### config.mk
export PLATFORM = sky130hd
export DESIGN_NAME = nway_cache_control
export DESIGN_NICKNAME = d
export VERILOG_FILES = /design/src/rtl/nway_cache_control_pkg.sv /design/src/rtl/nway_cache_control_plru_tree.sv /design/src/rtl/nway_cache_control.sv
export SDC_FILE = /design/constraint.sdc
export NUM_CORES = 1
export LEC_CHECK = 0
export CAP_MARGIN = 20
export CORE_AREA = 3 3 60 62
export CTS_CLUSTER_DIAMETER = 150
export DETAILED_ROUTE_END_ITERATION = 6
export DIE_AREA = 0 0 63 65
export GPL_TIMING_DRIVEN = 0
export PLACE_DENSITY = 0.85
export SLEW_MARGIN = 30
export SYNTH_ARGS = -nofsm -noshare
export SYNTH_HDL_FRONTEND = slang
export SYNTH_SLANG_ARGS = --single-unit
### constraint.sdc
create_clock -name clk -period 5.05 [get_ports clk]
set_input_delay 0.7575 -clock clk [delete_from_list [all_inputs] [get_ports clk]]
set_output_delay 0.7575 -clock clk [all_outputs]
set_load 0.05 [all_outputs]
### src/rtl/nway_cache_control_pkg.sv
// Shared types and helpers for the N-way L2 cache controller.
package nway_cache_control_pkg;

  typedef enum logic [1:0] {
    IDLE      = 2'd0,
    WRITEBACK = 2'd1,
    FILL      = 2'd2
  } state_e;

  localparam logic ADDR_SEL_REQ    = 1'b0;
  localparam logic ADDR_SEL_VICTIM = 1'b1;
  localparam logic DATA_SEL_CPU    = 1'b0;
  localparam logic DATA_SEL_MEM    = 1'b1;

  // Sized for the largest supported associativity; callers truncate.
  function automatic logic [3:0] onehot_to_bin(input logic [15:0] oh);
    logic [3:0] b;
    b = '0;
    for (int i = 0; i < 16; i++)
      if (oh[i]) b = b | 4'(i);
    return b;
  endfunction

endpackage

### src/rtl/nway_cache_control_plru_tree.sv
// Combinational tree pseudo-LRU: victim walk and access update for one set.
module plru_tree #(
  parameter int WAYS = 4,
  parameter int LVL  = $clog2(WAYS)
) (
  input  logic [WAYS-2:0] bits,
  input  logic [LVL-1:0]  access_way,
  output logic [WAYS-2:0] next_bits,
  output logic [LVL-1:0]  victim
);

  int node_v;
  int node_u;

  // Node k has children 2k+1 (bit 0, left) and 2k+2 (bit 1, right).
  always_comb begin
    next_bits = bits;
    victim    = '0;
    node_v    = 0;
    node_u    = 0;
    for (int l = 0; l < LVL; l++) begin
      victim[LVL-1-l] = bits[node_v];
      node_v          = 2 * node_v + 1 + int'(bits[node_v]);
    end
    for (int l = 0; l < LVL; l++) begin
      next_bits[node_u] = ~access_way[LVL-1-l];
      node_u            = 2 * node_u + 1 + int'(access_way[LVL-1-l]);
    end
  end

endmodule

### src/rtl/nway_cache_control.sv
// Write-back, write-allocate L2 controller FSM with per-set tree PLRU.
// Optional hit/miss performance counters under CACHE_PERF_CNT_EN.
module nway_cache_control
  import nway_cache_control_pkg::*;
#(
  parameter int WAYS  = 4,
  parameter int SETS  = 8,
  parameter int CNT_W = 32,
  parameter int WB    = $clog2(WAYS),
  parameter int SB    = $clog2(SETS)
) (
  input  logic            clk,
  input  logic            rst,
  input  logic            cache_read,
  input  logic            cache_write,
  input  logic [SB-1:0]   set_idx,
  input  logic [WAYS-1:0] way_hit,
  input  logic [WAYS-1:0] dirty_vec,
  input  logic            mem_resp,
  output logic            cache_resp,
  output logic            mem_read,
  output logic            mem_write,
  output logic [WB-1:0]   way_sel,
  output logic            addr_sel,
  output logic            data_sel,
  output logic [WAYS-1:0] load_data,
  output logic [WAYS-1:0] load_tag,
  output logic [WAYS-1:0] load_dirty,
  output logic            dirty_in
`ifdef CACHE_PERF_CNT_EN
  ,
  output logic [CNT_W-1:0] hit_cnt,
  output logic [CNT_W-1:0] miss_cnt
`endif
);

  state_e                    state, next_state;
  logic [SETS-1:0][WAYS-2:0] plru;
  logic [WB-1:0]             victim;
  logic                      replay;

  logic            req, is_write, hit;
  logic [WB-1:0]   hit_way, plru_vict;
  logic [WAYS-2:0] plru_next;
  logic            plru_upd, vict_ld, fill_done;
  logic [WAYS-1:0] vict_oh;

  // A simultaneous read+write is resolved as a read.
  assign req      = cache_read | cache_write;
  assign is_write = cache_write & ~cache_read;
  assign hit      = |way_hit;
  assign hit_way  = WB'(onehot_to_bin(16'(way_hit)));
  assign vict_oh  = WAYS'(1) << victim;

  plru_tree #(.WAYS(WAYS)) u_plru (
    .bits       (plru[set_idx]),
    .access_way (hit_way),
    .next_bits  (plru_next),
    .victim     (plru_vict)
  );

  always_comb begin
    next_state = state;
    cache_resp = 1'b0;
    mem_read   = 1'b0;
    mem_write  = 1'b0;
    way_sel    = victim;
    addr_sel   = ADDR_SEL_REQ;
    data_sel   = DATA_SEL_CPU;
    load_data  = '0;
    load_tag   = '0;
    load_dirty = '0;
    dirty_in   = 1'b0;
    plru_upd   = 1'b0;
    vict_ld    = 1'b0;
    fill_done  = 1'b0;
    case (state)
      IDLE: begin
        way_sel = hit_way;
        if (req) begin
          if (hit) begin
            cache_resp = 1'b1;
            plru_upd   = 1'b1;
            if (is_write) begin
              load_data  = way_hit;
              load_dirty = way_hit;
              dirty_in   = 1'b1;
            end
          end else begin
            vict_ld    = 1'b1;
            next_state = dirty_vec[plru_vict] ? WRITEBACK : FILL;
          end
        end
      end
      WRITEBACK: begin
        mem_write = 1'b1;
        addr_sel  = ADDR_SEL_VICTIM;
        if (mem_resp) begin
          load_dirty = vict_oh;
          next_state = FILL;
        end
      end
      FILL: begin
        mem_read = 1'b1;
        if (mem_resp) begin
          load_data  = vict_oh;
          load_tag   = vict_oh;
          load_dirty = vict_oh;
          data_sel   = DATA_SEL_MEM;
          fill_done  = 1'b1;
          next_state = IDLE;
        end
      end
      default: next_state = IDLE;
    endcase
  end

  always_ff @(posedge clk) begin
    if (rst) begin
      state  <= IDLE;
      plru   <= '0;
      victim <= '0;
    end else begin
      state <= next_state;
      if (plru_upd) plru[set_idx] <= plru_next;
      if (vict_ld)  victim        <= plru_vict;
    end
  end

  // Replay marks the single IDLE cycle after a fill; any IDLE cycle retires it.
`ifdef CACHE_PERF_CNT_EN
  logic hit_inc, miss_inc;
  assign hit_inc  = cache_resp & ~replay;
  assign miss_inc = vict_ld;

  always_ff @(posedge clk) begin
    if (rst) begin
      replay   <= 1'b0;
      hit_cnt  <= '0;
      miss_cnt <= '0;
    end else begin
      if (state == IDLE) replay <= 1'b0;
      if (fill_done)     replay <= 1'b1;
      if (hit_inc  && !(&hit_cnt))  hit_cnt  <= hit_cnt + 1'b1;
      if (miss_inc && !(&miss_cnt)) miss_cnt <= miss_cnt + 1'b1;
    end
  end
`else
  always_ff @(posedge clk) begin
    if (rst) begin
      replay <= 1'b0;
    end else begin
      if (state == IDLE) replay <= 1'b0;
      if (fill_done)     replay <= 1'b1;
    end
  end
`endif

endmodule

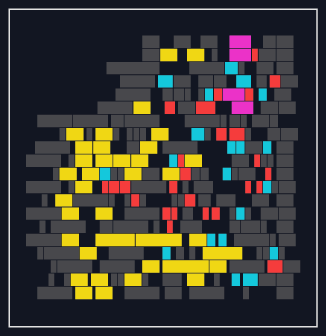
Fig. 1. Logic cells by family.
family	colour	cells	most used
mux cells	yellow	37	mux2i_1
aoi and oai cells	cyan	20	a21oi_1
nand cells	red	26	nand2_1
fa/ha/maj cells	magenta	4	ha_1
fin cells: 268
logic share of the area: 49.6%
most frequent logic cell in the layout: nor2_1

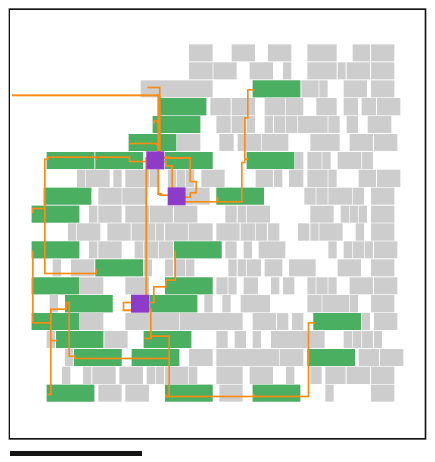
Fig. 2. Routed clock nets over the placement.
Scale bar: 20 um.
[clock-net drivers] purple | count: 3
[clock wires] orange | length: 313 um
[flip-flops] green | count: 28
routed clock nets	4
clk pwr: 0.147 mW
Clock Power Share: 31.1%
worst skew pair latency: 0.34 ns

sequential cells by signal, summed over array words and instances, names as in the netlist:
signal / cells
plru: 24
state: 2
victim: 2
metal layers:
layer / part of all wire (%) / global-route usage, %
met5: 0 / 0
met4: 2.3 / 7.99
met3: 6.7 / 3.99
met2: 48 / 35.7
met1: 43 / 23.8
cell usage after synthesis, types with 2 or more instances:
cell type	count	area (um^2)
nor2_1	39	146
mux2i_1	33	330
dfxtp_1	28	561
a21oi_1	10	50.1
nand2_1	10	37.5
clkbuf_1	7	26.3
nand2b_1	6	37.5
nand3_1	6	30.0
ha_1	4	50.1
inv_1	3	11.3
nor2b_1	3	18.8
nor3_1	3	15.0
o21ai_0	3	15.0
a21o_1	2	15.0
mux4_1	2	52.6
nand4b_1	2	17.5
final timing paths:
path | to | cells past startpoint | slack [ns] | startpoint
max | load_dirty[0] | 7 | 1.07 | way_hit[1]
min | plru[5] | 2 | 0.47 | plru[5]
max reg2reg | plru[7] | 7 | 2.82 | state[0]
min reg2reg | plru[5] | 2 | 0.47 | plru[5]
cells by family (layout without fill, tap and decap cells):
logic type | Yosys count | in the layout | share of synthesized area (%)
AOI/OAI and AO/OA | 25 | 25 | 9.77
DFF | 28 | 28 | 33.7
buffers and inverters | 13 | 50 | 3.68
muxes | 37 | 37 | 25.7
and+or+nand+nor | 80 | 80 | 24.1
adders and majority gates | 4 | 4 | 3.01
power by group through the flow:
stage	combinational, mW	clock [mW]	sequential [mW]
6_report	0.0988	0.147	0.226
5_1_grt	0.105	0.161	0.226
4_1_cts	0.0987	0.148	0.226
3_5_place_dp	0.0982	0	0.231
3_3_place_gp	0.0978	0	0.230
2_1_floorplan	0.0636	0	0.230
metrics by stage:
step,std cells,power (mW),hold slack [ns],area [um^2]
CTS,268,0.472,0.466,2100
global route,268,0.493,0.504,2100
detailed placement,264,0.329,0.448,2050
finish,268,0.471,0.465,2100
floorplan,187,0.294,0.432,1660
global placement,264,0.328,0.443,2050
area by class of cell:
class,instances,area share (%)
multi-input combinational,146,49.6
sequential,28,26.7
timing repair buffer,33,15.7
tap,44,2.62
buffer,10,2.38
clock inverter,1,1.43
clock buffer,3,1.07
inverter,3,0.536
worst max-delay path: stages:
cell and delay (ns):
clkdlybuf4s50_1 0.53, or4_4 0.63, and4b_1 0.21, clkbuf_1 0.16, a32oi_1 0.18, nor2_1 0.06
clkdlybuf4s50_1 0.70
cells in the final DEF, fill, tap and decap left out, types with 2 or more instances in the layout:
cell type / synthesis / routed
inv_1: 3 / 3
a21oi_1: 10 / 10
a21o_1: 2 / 2
nand2b_1: 6 / 6
clkbuf_1: 7 / 7
nor3_1: 3 / 3
clkbuf_4: 0 / 3
nor2_1: 39 / 39
mux2i_1: 33 / 33
mux4_1: 2 / 2
nor2b_1: 3 / 3
nand3_1: 6 / 6
clkdlybuf4s50_1: 0 / 33
dfxtp_1: 28 / 28
nand4b_1: 2 / 2
nand2_1: 10 / 10
ha_1: 4 / 4
o21ai_0: 3 / 3
==> out/qor.csv <==
stage,metric,value,unit
setup_path,critPathLaunchType,input port,
routing,drt-total-wl,3910,um
global_route,grt_max_degree,17,
pwr,sw_frac_of_total,27.2,%
job,drv_cap,0,
clock_tree,cts-root-buf,clkbuf_4,
timing,rsz0062_at_grt,no,
place,pre_cts_slack,1.07,ns
timing,worstMarginPinSlew,0.826,ns
finish,nFillCells,257,
synth,synth-main-ff-cell,dfxtp_1,
pwr,powerDensity,224,nW/um^2
global_route,overflow,0,
clock_tree,h-tree-depth,1,
timing,finalSetupViolations,0,
synth,async_reset_ff_share,0,%
routing,drc,0,
job,tool_warnings,29,
global_route,grt_pass1_wl,6620,um
routing,viasPerCell,5.44,
routing,drtIter0Drc,124,
setup_path,crit_path_end_kind,output port,
pwr,power_frac_comb,21.0,%
timing,max_freq,0.251,GHz
clock_tree,cts_tree,done,
clock_tree,cts_made_buffers,3,
synth,fp_nets,207,
floorplanning,die_area,4100,um^2
place,gp_congestion,0.894,
setup_path,cp_max_fo,6,
timing,drv_slew,0,
floorplanning,ios,36,
synth,postSynthSeqShare,33.7,%
setup_path,worstSetupPathType,in -> out,
clock_tree,clk_pin_slew_worst_paths,0.14,ns
global_route,grt_use_total,20.1,%
clock_tree,cts.sinks,28,
routing,via_count,1458,
finish,nets,245,
place,io_buffers,33,
finish,drive_above_1_share,6.70,%
floorplanning,die-height,65,um
timing,finalClockPeriodUsage,78.9,%
pwr,switchingPower,0.128,mW
global_route,grt_pass1_vias,1432,
synth,yosys_warnings,0,
synth,yosysUniqueCellTypes,42,
routing,ant_nets,0,
finish,final_core_util,68.3,%
synth,netlist_instances,187,
worst_hold_path,hold_class,reg -> reg,
setup_path,arrival,3.23,ns
pwr,intPower,0.343,mW
finish,register_area,561,um^2
timing,finalClockSkew,0.00454,ns
routing,drtPass1Iterations,4,
synth,synth_area_per_cell,8.90,um^2
finish,area_growth,26.3,%
clock_tree,clockBufferDepth,2,
timing,hold_viol_final,0,
clock_tree,post_cts_buffers,0,
timing,slew-limit-headroom,44.7,%
synth,syn_area,1660,um^2
clock_tree,cts_resized,0,
timing,fin_tns_setup,0,ns
setup_path,critPathRequiredTime,4.29,ns
timing,min_period,3.98,ns
synth,yosysChipArea,1660,um^2
place,dp_hpwl,3030,um
synth,edf_count,0,
floorplanning,core,3080,um^2
synth,yosysCellCount,187,
status,outcome,"complete, no violations",
timing,finalWorstSetupSlack,1.07,ns
clock_tree,holdBufCountCts,0,
floorplanning,fp-utilization,54.1,%
floorplanning,rows,20,
pwr,seqPwrFrac,47.9,%
routing,wl_per_cell,14.6,um
finish,comb_area,1040,um^2
pwr,max-vdd-ir-drop,187,uV
floorplanning,die_w,63,um
pwr,p_leak,0.854,nW
synth,synth_flop_count,28,
finish,diodes,0,
global_route,antenna_found_initial,0,
Power and IR drop assume default switching activity.
